`src/rtl/serial_pkg.sv`:
```
//------------------------------------------------------------------------------
// Module   : serial_pkg
// Brief    : Shared types and defaults for the serial transmitter/receiver pair.
// Revision : 1.0 - initial release
//------------------------------------------------------------------------------
`default_nettype none

package serial_pkg;

  typedef enum logic {
    S_IDLE  = 1'b0,
    S_SHIFT = 1'b1
  } tx_state_t;

  localparam int DEFAULT_WIDTH = 8;

endpackage

`default_nettype wire

```
`src/rtl/tx_bit_counter.sv`:
```
//------------------------------------------------------------------------------
// Module   : tx_bit_counter
// Brief    : Loadable down-counter tracking the bits left in the current frame.
// Revision : 1.0 - initial release
//------------------------------------------------------------------------------
`default_nettype none

module tx_bit_counter #(
  parameter int WIDTH = 8,
  parameter int CNT_W = $clog2(WIDTH)
) (
  input  logic clk,
  input  logic R,
  input  logic load,
  input  logic dec,
  output logic is_zero
);

  localparam logic [CNT_W-1:0] c_LOAD_VAL = CNT_W'(WIDTH - 1);
  localparam logic [CNT_W-1:0] c_ONE      = CNT_W'(1);

  logic [CNT_W-1:0] r_count;

  always_ff @(posedge clk) begin
    if (R) begin
      r_count <= '0;
    end else if (load) begin
      r_count <= c_LOAD_VAL;
    end else if (dec && (r_count != '0)) begin
      r_count <= r_count - c_ONE;
    end
  end

  assign is_zero = (r_count == '0);

endmodule

`default_nettype wire

```
`src/rtl/serial_tx.sv`:
```
//------------------------------------------------------------------------------
// Module   : serial_tx
// Brief    : Parallel-in, MSB-first serial-out transmitter with ready/load.
// Revision : 1.0 - initial release
//------------------------------------------------------------------------------
`default_nettype none

module serial_tx
  import serial_pkg::*;
#(
  parameter  int WIDTH = DEFAULT_WIDTH,
  localparam int CNT_W = $clog2(WIDTH)
) (
  input  logic             clk,
  input  logic             R,
  input  logic             load,
  input  logic [WIDTH-1:0] din,
  output logic             ready,
  output logic             sout,
  output logic             sout_valid,
  output logic             done
);

  tx_state_t        r_state;
  tx_state_t        w_state_nxt;
  logic [WIDTH-1:0] r_shreg;
  logic [WIDTH-1:0] w_shreg_nxt;
  logic             r_done;
  logic             w_done_nxt;
  logic             w_is_zero;
  logic             w_accept;
  logic             w_dec;

  assign ready    = (r_state == S_IDLE) || ((r_state == S_SHIFT) && w_is_zero);
  assign w_accept = load && ready;
  assign w_dec    = (r_state == S_SHIFT) && !w_is_zero;

  tx_bit_counter #(
    .WIDTH (WIDTH),
    .CNT_W (CNT_W)
  ) u_cnt (
    .clk     (clk),
    .R       (R),
    .load    (w_accept),
    .dec     (w_dec),
    .is_zero (w_is_zero)
  );

  always_comb begin
    w_state_nxt = r_state;
    w_shreg_nxt = r_shreg;
    w_done_nxt  = 1'b0;
    case (r_state)
      S_IDLE: begin
        if (load) begin
          w_shreg_nxt = din;
          w_state_nxt = S_SHIFT;
        end
      end
      S_SHIFT: begin
        if (!w_is_zero) begin
          w_shreg_nxt = {r_shreg[WIDTH-2:0], 1'b0};
        end else begin
          // Last bit on the line: frame completes whether or not a new word chains on.
          w_done_nxt = 1'b1;
          if (load) begin
            w_shreg_nxt = din;
          end else begin
            w_shreg_nxt = '0;
            w_state_nxt = S_IDLE;
          end
        end
      end
      default: begin
        w_state_nxt = S_IDLE;
        w_shreg_nxt = '0;
      end
    endcase
  end

  always_ff @(posedge clk) begin
    if (R) begin
      r_state <= S_IDLE;
      r_shreg <= '0;
      r_done  <= 1'b0;
    end else begin
      r_state <= w_state_nxt;
      r_shreg <= w_shreg_nxt;
      r_done  <= w_done_nxt;
    end
  end

  assign sout       = (r_state == S_SHIFT) && r_shreg[WIDTH-1];
  assign sout_valid = (r_state == S_SHIFT);
  assign done       = r_done;

endmodule

`default_nettype wire

```
`config.mk`:
```
export PLATFORM = sky130hd
export DESIGN_NAME = serial_tx
export DESIGN_NICKNAME = d
export VERILOG_FILES = /design/src/rtl/serial_pkg.sv /design/src/rtl/tx_bit_counter.sv /design/src/rtl/serial_tx.sv
export SDC_FILE = /design/constraint.sdc
export NUM_CORES = 1
export LEC_CHECK = 0
export CAP_MARGIN = 15
export CORE_MARGIN = 2
export CORE_UTILIZATION = 45
export DETAILED_ROUTE_END_ITERATION = 6
export HOLD_SLACK_MARGIN = 0.12
export PLACE_DENSITY = 0.73
export SYNTH_ARGS = -nofsm -noshare
export SYNTH_HDL_FRONTEND = slang
export SYNTH_SLANG_ARGS = --single-unit
```
`constraint.sdc`:
```
create_clock -name clk -period 2.7 [get_ports clk]
set_input_delay 0.54 -clock clk [delete_from_list [all_inputs] [get_ports clk]]
set_output_delay 0.54 -clock clk [all_outputs]
set_load 0.02 [all_outputs]
```
registers.png
Bar = 10 µm. Other sequential cells in the stronger gray, the rest of the logic in the fainter gray.
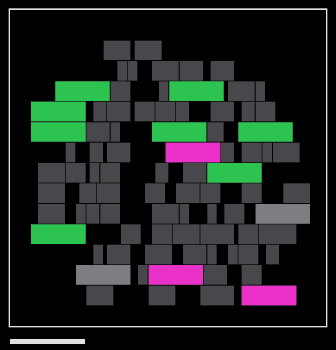
color	netlist name	sequential cells
magenta	`u_cnt.r_count`	3
green	`r_shreg`	8
Seq area share: 0.326
Reg area: 260 µm²
final core utilization: 0.599
Power Sequential: 215 µW

gate_families.png
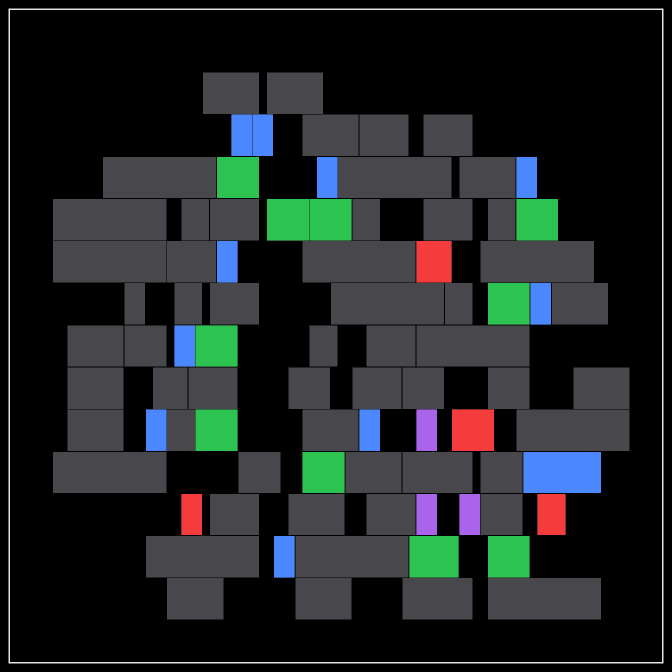
color	family	cells
blue	NAND gates	11
purple	inverters	3
green	AND-OR and OR-AND gates	10
red	NOR gates	4
Top cell excl fill/tap: clkdlybuf4s50_1
Finished Layout Cells: 99
logic share of the area: 0.419

cell_classes.png
Bar = 10 µm.
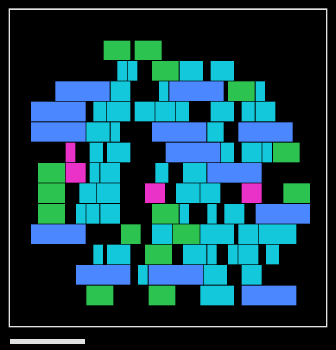
color	class	cells	share of their area
magenta	clock drivers and dummy loads	4	3.4%
green	other buffers and delay cells	15	19%
cyan	all other logic	52	44%
blue	flip-flops	13	33%

==> results.toml <==
# implementation run metrics
[worst_hold_path]
hp-class = "reg -> reg"
min-delay-start = "r_shreg[0]"

[yosys]
yosysTopAreaCellShare = 0.398
synthArstFlopShare = 0
common_cells = "13 x dfxtp_1, 10 x nand2_1, 9 x a21o_1"
area_leaders = "dfxtp_1 40%, a21o_1 10%, a32oi_1 9.4%"
yosys-stat-area_um2 = 653
edf_count = 0

[clocking]
ctsLongestPathBuffers = 2
cts-root-buf = "clkbuf_4"
clock-sinks = 13

[setup_path]
crit_path_max_incr_delay_ns = 0.60
cp.required_ns = 2.16
cp.arrival_ns = 1.83
crit_chain = "inv_1, ha_1, nand2b_4, nand2_1, clkdlybuf4s50_1"
worstPathMaxFanout = 21
regToRegEndpoint = "u_cnt.r_count[1]"
cp_num_buf_inv = 2
r2r-start = "u_cnt.r_count[0]"
cp-start-kind = "register"

[power_and_ir_drop]
fin_total_pwr_uw = 438
pwr.group.combinational_uw = 101
internal_power_uw = 310
vdd_drop_max_v = 0.000287
seq_power_share = 0.491
p_per_area_mw_per_mm2 = 548
power.share.clock = 0.278

[layout]
dominant_cells = "multi-input combinational cells"
largest_register_ffs = 8
comb_area_um2 = 335
stdcell_area_um2 = 800
diodes = 0
buf_share = 0.185
drive_gt1_frac = 0.107

[final_timing]
rsz0062_at_grt = "no"
fin_skew_ns = 0.00687
setup_viol = 0
hold_viol_final = 0
holdWs_ns = 0.476

[drt]
met3_length_um = 59
routed.top_layer = "met4"
wl_met2_um = 574

[die]
rows = 13
placeableCoreArea_mm2 = 0.00133
nWellTaps = 15

[global_route]
antenna_found_initial = 0

[flow_run]
tool_warnings = 27

[run_status]
status = "finished clean"

[place]
dpl_cell_area_um2 = 773
final_congestion.png
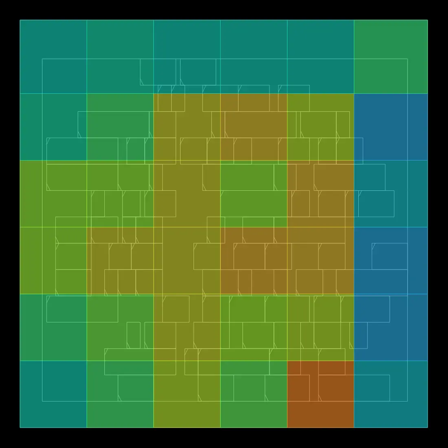
gr usage total: 0.156
GR Layer Usage met2: 0.238
met3 usage: 0.0647
post-DR wirelength/cell: 13.3 µm

clock_map.png
Bar = 10 µm.
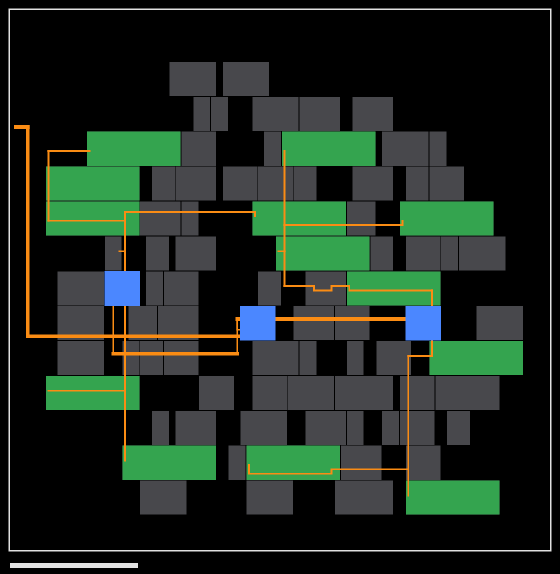
[green] flip-flops | count: 13
[orange] clock wires | length: 185 µm
[blue] cells driving clock nets | count: 3
routed clock nets	4

worst max-delay path by stage:
stage,from,endpoint,slack (ns),cells past startpoint
5_1_grt,u_cnt.r_count[0],ready,0.23,5
6_report,u_cnt.r_count[0],ready,0.33,5
3_3_place_gp,u_cnt.r_count[0],ready,0.67,5
2_1_floorplan,sout_valid,sout,1.11,3
4_1_cts,u_cnt.r_count[0],ready,0.32,5
3_5_place_dp,u_cnt.r_count[0],ready,0.64,5
cells by family (layout without fill, tap and decap cells):
logic type | count (synthesis) | in the layout | synth area share
AND-OR/OR-AND | 31 | 31 | 0.352
adder cells (fa/ha/maj) | 2 | 2 | 0.0383
buffers and inverters | 10 | 22 | 0.0881
flip-flops | 13 | 13 | 0.398
AND/OR/NAND/NOR | 16 | 16 | 0.123
No activity file was given, so power comes from the tool's default toggle rates.
